Fig. 1: run 1, port wiring
(4 px per um)
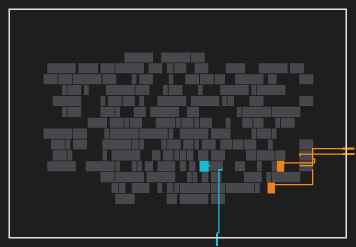
Fig. 2: run 1, M1 wires
(6 px per um) Supply wires on this layer in grey.
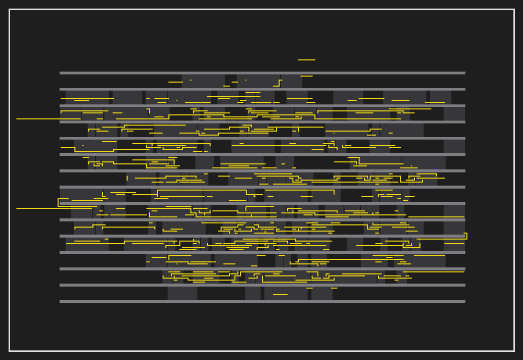
Fig. 3: run 1, cell density map
(4 px per um) The die is cut into 8 by 6 equal tiles; dark blue is low, red is high, 0 to 100% covered.
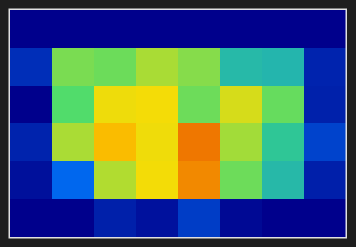
### src/rtl/usrt_pkg.sv
// Shared definitions for the USRT transmitter and receiver: state encodings,
// parity codes, frame length and the parity helper.
package usrt_pkg;

  typedef enum logic [1:0] {
    IDLE   = 2'd0,
    DATA   = 2'd1,
    PARITY = 2'd2,
    STOP   = 2'd3
  } state_t;

  localparam logic [1:0] PAR_NONE = 2'b00;
  localparam logic [1:0] PAR_EVEN = 2'b01;
  localparam logic [1:0] PAR_ODD  = 2'b10;

  localparam int FRAME_BITS = 11;

  // Value the parity slot must carry for byte d under the given mode.
  function automatic logic parity_calc(input logic [7:0] d, input logic [1:0] mode);
    case (mode)
      PAR_EVEN: return ^d;
      PAR_ODD:  return ~(^d);
      default:  return 1'b0;
    endcase
  endfunction

endpackage

### src/rtl/rxdeframe.sv
// Serial frame receiver: start, D7..D0, parity slot, stop, sampled on i_Bit_en.
// Optional error counter enabled by defining RXDEFRAME_ERRCNT_EN.
module rxdeframe
  import usrt_pkg::*;
(
  input  logic       i_Pclk,
  input  logic       i_Rst,
  input  logic       i_Bit_en,
  input  logic       i_Rx,
  input  logic [1:0] i_Parity,
`ifdef RXDEFRAME_ERRCNT_EN
  input  logic       i_Err_clr,
  output logic [7:0] o_Err_cnt,
`endif
  output logic [7:0] o_Data,
  output logic       o_Valid,
  output logic       o_Parity_err,
  output logic       o_Frame_err,
  output logic       o_Busy
);

  state_t     state_r, state_n;
  logic [2:0] cnt_r;
  logic [7:0] shift_r;
  logic [1:0] mode_r;
  logic       slot_r;
  logic       pend_r;
  logic       pend_perr_r;
  logic       pend_ferr_r;
  logic [7:0] data_r;
  logic       valid_r;
  logic       perr_r;
  logic       ferr_r;
  logic       busy_s;
  logic       perr_s;

  // State register
  always_ff @(posedge i_Pclk) begin
    if (i_Rst) begin
      state_r <= IDLE;
    end else begin
      state_r <= state_n;
    end
  end

  // Next-state logic, advancing only on bit strobes
  always_comb begin
    state_n = state_r;
    if (i_Bit_en) begin
      case (state_r)
        IDLE:    state_n = i_Rx ? IDLE : DATA;
        DATA:    state_n = (cnt_r == 3'd7) ? PARITY : DATA;
        PARITY:  state_n = STOP;
        STOP:    state_n = IDLE;
        default: state_n = IDLE;
      endcase
    end else begin
      state_n = state_r;
    end
  end

  // Output decode and parity check against the mode latched at the start bit
  always_comb begin
    busy_s = (state_r != IDLE);
    if ((mode_r == PAR_EVEN) || (mode_r == PAR_ODD)) begin
      perr_s = (parity_calc(shift_r, mode_r) != slot_r);
    end else begin
      perr_s = 1'b0;
    end
  end

  // Frame datapath; results are staged in pend_* so o_Valid lands one edge
  // after the stop sample, independent of the strobe.
  always_ff @(posedge i_Pclk) begin
    if (i_Rst) begin
      cnt_r       <= 3'd0;
      shift_r     <= 8'h00;
      mode_r      <= PAR_NONE;
      slot_r      <= 1'b0;
      pend_r      <= 1'b0;
      pend_perr_r <= 1'b0;
      pend_ferr_r <= 1'b0;
      data_r      <= 8'h00;
      valid_r     <= 1'b0;
      perr_r      <= 1'b0;
      ferr_r      <= 1'b0;
    end else begin
      pend_r  <= 1'b0;
      valid_r <= pend_r;
      if (pend_r) begin
        data_r <= shift_r;
        perr_r <= pend_perr_r;
        ferr_r <= pend_ferr_r;
      end
      if (i_Bit_en) begin
        case (state_r)
          IDLE: begin
            if (!i_Rx) begin
              mode_r <= i_Parity;
              cnt_r  <= 3'd0;
            end
          end
          DATA: begin
            shift_r <= {shift_r[6:0], i_Rx};
            cnt_r   <= cnt_r + 3'd1;
          end
          PARITY: slot_r <= i_Rx;
          STOP: begin
            pend_r      <= 1'b1;
            pend_perr_r <= perr_s;
            pend_ferr_r <= ~i_Rx;
          end
          default: ;
        endcase
      end
    end
  end

  assign o_Data       = data_r;
  assign o_Valid      = valid_r;
  assign o_Parity_err = perr_r;
  assign o_Frame_err  = ferr_r;
  assign o_Busy       = busy_s;

`ifdef RXDEFRAME_ERRCNT_EN
  logic [7:0] err_cnt_r;

  // Saturating count of erroring frames; clear wins over increment
  always_ff @(posedge i_Pclk) begin
    if (i_Rst) begin
      err_cnt_r <= 8'h00;
    end else if (i_Err_clr) begin
      err_cnt_r <= 8'h00;
    end else if (valid_r && (perr_r || ferr_r) && (err_cnt_r != 8'hFF)) begin
      err_cnt_r <= err_cnt_r + 8'd1;
    end
  end

  assign o_Err_cnt = err_cnt_r;
`endif

endmodule

### config.mk
export PLATFORM = sky130hd
export DESIGN_NAME = rxdeframe
export DESIGN_NICKNAME = d
export VERILOG_FILES = /design/src/rtl/usrt_pkg.sv /design/src/rtl/rxdeframe.sv
export SDC_FILE = /design/constraint.sdc
export NUM_CORES = 1
export LEC_CHECK = 0
export ABC_CLOCK_PERIOD_IN_PS = 1850
export CAP_MARGIN = 25
export CORE_ASPECT_RATIO = 0.6
export CORE_MARGIN = 8
export CORE_UTILIZATION = 45
export CTS_CLUSTER_SIZE = 28
export DETAILED_ROUTE_END_ITERATION = 10
export GPL_ROUTABILITY_DRIVEN = 0
export PLACE_DENSITY = 0.75
export SLEW_MARGIN = 20
export SYNTH_ARGS = -nofsm -noshare
export SYNTH_HDL_FRONTEND = slang
export SYNTH_SLANG_ARGS = --single-unit
### constraint.sdc
create_clock -name i_Pclk -period 1.85 [get_ports i_Pclk]
set_input_delay 0.37 -clock i_Pclk [delete_from_list [all_inputs] [get_ports i_Pclk]]
set_output_delay 0.37 -clock i_Pclk [all_outputs]
set_load 0.005 [all_outputs]
==> impl_metrics.json, run 1 <==
{
  "cpLargestDelayFamily": "buffers and inverters",
  "hp-class": "register to register",
  "grt_pass1_wl_mm": 4.35,
  "switching_share": 0.218,
  "logic_area_um2": 594,
  "row_count": 14,
  "flop_cell": "dfxtp_1",
  "timing.final.ws_setup_ns": 0.0469,
  "postCtsSetupBuffers": 0,
  "routed_via_density": 5.10,
  "most_common_cell": "nor2_1",
  "synth-edff-count": 0,
  "yosys-top-cells-area": "dfxtp_1 (48%), mux2i_1 (15%), nor2_1 (9.6%), xnor2_1 (4.9%), ha_1 (4.0%)",
  "routed.top_layer": "met4",
  "yosysSeqAreaShare": 0.482,
  "regArea_um2": 602,
  "synthCells": 133,
  "logic_gates": 91,
  "ant_nets": 0,
  "final_cells": 188,
  "hold_buffers": 0,
  "pg_seq_mw": 0.660,
  "ys_types": 21,
  "hold_viol_final": 0,
  "port_buffers": 17,
  "first_pass_iters": 4,
  "status": "finished clean",
  "fill_cells": 223,
  "clock_buffers": 7,
  "combinationalPowerShare": 0.055,
  "cp_num_buf_inv": 1,
  "worstPathRequired_ns": 1.48,
  "path_class": "register to primary output",
  "diodes": 0,
  "cap_viol_max_count": 0,
  "cts_buffers": 5,
  "antenna_found_initial": 0,
  "nonClkBufAreaFrac": 0.138,
  "logic_family": "simple AND/OR/NAND/NOR gates",
  "clkLatencyLatePin_ns": 0.28,
  "clkCellAreaFrac": 0.0586,
  "flop-count": 30,
  "warnings": 27,
  "power_density_mw_per_mm2": 809,
  "clk_path_buf_depth": 2,
  "p_seq_frac": 0.523,
  "cts_resized": 0,
  "fmax_ghz": 0.555,
  "wl_met3_um": 154,
  "peakVddDrop_uv": 578,
  "pg_clk_mw": 0.532,
  "drive_gt1_frac": 0.103,
  "buffers": 23,
  "drt_iter0_drc": 73,
  "top_cells_by_count": "nor2_1 (32), dfxtp_1 (30), mux2i_1 (19)",
  "syn_to_final_growth_pct": 25.1,
  "intPower_mw": 0.985,
  "startpoint_type": "register",
  "die_x_um": 83.9,
  "rsz0062_at_grt": "no",
  "leakagePower_nw": 0.621,
  "vias": 958,
  "use_met3": 0.0576,
  "top_cell_area_share": 0.482,
  "layout_min_cycle_time_ns": 1.80,
  "drv_slew": 0,
  "core_util_floorplan": 0.483
}
About Fig. 1:
Orange stands for i_Parity, direction input, end cells 2, buffers 2, wire 50.0 um. Cyan stands for o_Busy, direction output, end cells 1, buffers 1, wire 18.3 um.

About Fig. 2:
The wires run mostly horizontal. 148 nets have wire on it. The layer holds 49% of the routed length.

About Fig. 3:
29% of the tiles are nearly empty. The fullest tile reaches 87%. The densest ninth of the die: centre.

==> run 1: placed cells by master, fill, tap and decap left out, drive strengths merged <==
cell / instances
nand4: 2
ha: 4
inv: 4
o21ai: 2
buf: 6
clkinv: 1
nor4b: 2
nand2: 4
nand3b: 2
nor2: 32
nand3: 2
dfxtp: 30
nor2b: 1
clkbuf: 7
xnor2: 7
or2: 1
a21oi: 9
clkdlybuf4s50: 17
mux2i: 19
o211ai: 2
or4: 1
nor3b: 1
==> run 1: final timing paths <==
| kind | from | to | slack (ns) | cells past startpoint |
|---|---|---|---|---|
| setup / recovery | register | o_Busy | 0.05 | 2 |
| hold / removal | cnt_r[2] | cnt_r[2] | 0.47 | 2 |
| setup reg to reg | shift_r[4] | pend_perr_r | 0.44 | 6 |
| hold reg to reg | cnt_r[2] | cnt_r[2] | 0.47 | 2 |
--- run 2 (diff from run 1) ---
--- a/config.mk
+++ b/config.mk
@@ -14,7 +14,7 @@
 export DETAILED_ROUTE_END_ITERATION = 10
 export GPL_ROUTABILITY_DRIVEN = 0
 export PLACE_DENSITY = 0.75
-export SLEW_MARGIN = 20
+export SLEW_MARGIN = 25
 export SYNTH_ARGS = -nofsm -noshare
 export SYNTH_HDL_FRONTEND = slang
 export SYNTH_SLANG_ARGS = --single-unit
Fig. 4: run 2, cell density map
(4 px per um) The die is cut into 8 by 6 equal tiles; dark blue is low, red is high, 0 to 100% covered.
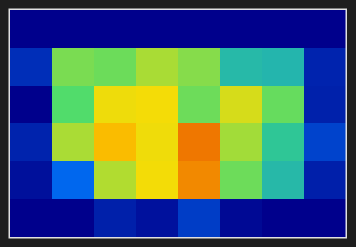
29% of the tiles are nearly empty. The densest ninth of the die: centre. 6.2% of the tiles are over 75% full. The fullest tile reaches 87%. The mean over all tiles is 32%.

Fig. 5: run 2, placed standard cells
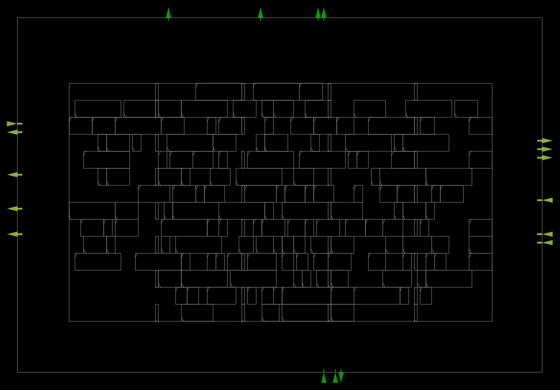
row count: 14
Layout Cells excl Fill: 188
Core Util, Final: 0.605
sequential portion of the cell area: 0.386
n_taps: 32

==> impl_metrics.json, run 2 <==
{
  "whs_path_depth": 2,
  "crit_path_end": "o_Busy",
  "logic_family": "simple AND/OR/NAND/NOR gates",
  "synthCells": 133,
  "p_seq_frac": 0.523,
  "drive_gt1_frac": 0.103,
  "wl_met3_um": 154,
  "drt_iter0_drc": 73,
  "cts_resized": 0,
  "pg_clk_mw": 0.532,
  "vias": 958,
  "antenna_found_initial": 0,
  "combinationalPowerShare": 0.055,
  "cpLargestDelayFamily": "buffers and inverters",
  "power_density_mw_per_mm2": 809,
  "rsz0062_at_grt": "no",
  "synth-edff-count": 0,
  "pg_seq_mw": 0.660,
  "leakagePower_nw": 0.621,
  "core_util_floorplan": 0.483,
  "postCtsSetupBuffers": 0,
  "yosysSeqAreaShare": 0.482,
  "peakVddDrop_uv": 578,
  "crit_cells": 2,
  "clk_path_buf_depth": 2,
  "r2r_cells": 6,
  "cts_buffers": 5,
  "status": "finished clean",
  "syn_to_final_growth_pct": 25.1,
  "cp_num_buf_inv": 1,
  "fill_cells": 223,
  "ys_types": 21,
  "clkLatencyLatePin_ns": 0.28,
  "drv_slew": 0,
  "top_cells_by_count": "nor2_1 (32), dfxtp_1 (30), mux2i_1 (19)",
  "r2r_setup_slack_ns": 0.44,
  "routed.top_layer": "met4",
  "most_common_cell": "nor2_1",
  "yosys.area.top_type": "dfxtp_1",
  "path_class": "register to primary output",
  "routed_via_density": 5.10,
  "layout_min_cycle_time_ns": 1.80,
  "first_pass_iters": 4,
  "worstPathRequired_ns": 1.48,
  "r2r_start": "shift_r[4]",
  "warnings": 27,
  "cap_viol_max_count": 0,
  "grt_pass1_wl_mm": 4.35,
  "hold_buffers": 0,
  "lay_top_count": "nor2_1",
  "fmax_ghz": 0.555,
  "use_met3": 0.0576,
  "die_x_um": 83.9,
  "hold_viol_final": 0,
  "yosys-top-cells-area": "dfxtp_1 (48%), mux2i_1 (15%), nor2_1 (9.6%), xnor2_1 (4.9%), ha_1 (4.0%)",
  "intPower_mw": 0.985,
  "logic_area_um2": 594,
  "lay_top_cells": "nor2_1 (32), dfxtp_1 (29), mux2i_1 (19)",
  "startpoint_type": "register",
  "flop_cell": "dfxtp_1"
}
Fig. 6: run 2, drive-strength map
(4 px per um)
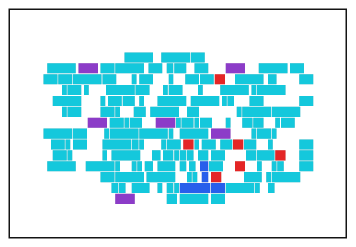
Purple stands for x6 and larger, cells 6, share 3.8%. Red stands for x3 and x4, cells 6, share 3.8%. Blue stands for x2, cells 4, share 2.6%. Cyan stands for x1 and smaller, cells 140, share 90%.

==> run 2: cell counts in the layout (fill, tap and decap cells not counted) <==
Identical to the previous run, type by type.
==> run 2: layout make-up <==
type,instances,share of cell area
Clock buffer,7,0.0554
Clock inverter,1,0.00321
Inverter,4,0.00964
Multi-Input combinational cell,91,0.382
Sequential cell,30,0.386
Tap cell,32,0.0257
Timing Repair Buffer,23,0.138
==> run 2: metrics by stage <==
stage	cell area [um^2]	setup WS [ns]
CTS	1560	0.0127
floorplan	1240	0.523
detailed placement	1470	0.135
finish	1560	0.0469
global placement	1470	0.154
global route	1560	0.00278
==> run 2: cell families after synthesis <==
logic type,after synthesis
XOR/XNOR,7
AND-OR/OR-AND,13
adder cells (fa/ha/maj),4
flip-flops,30
buffers and inverters,12
multiplexers,19
AND/OR/NAND/NOR,48
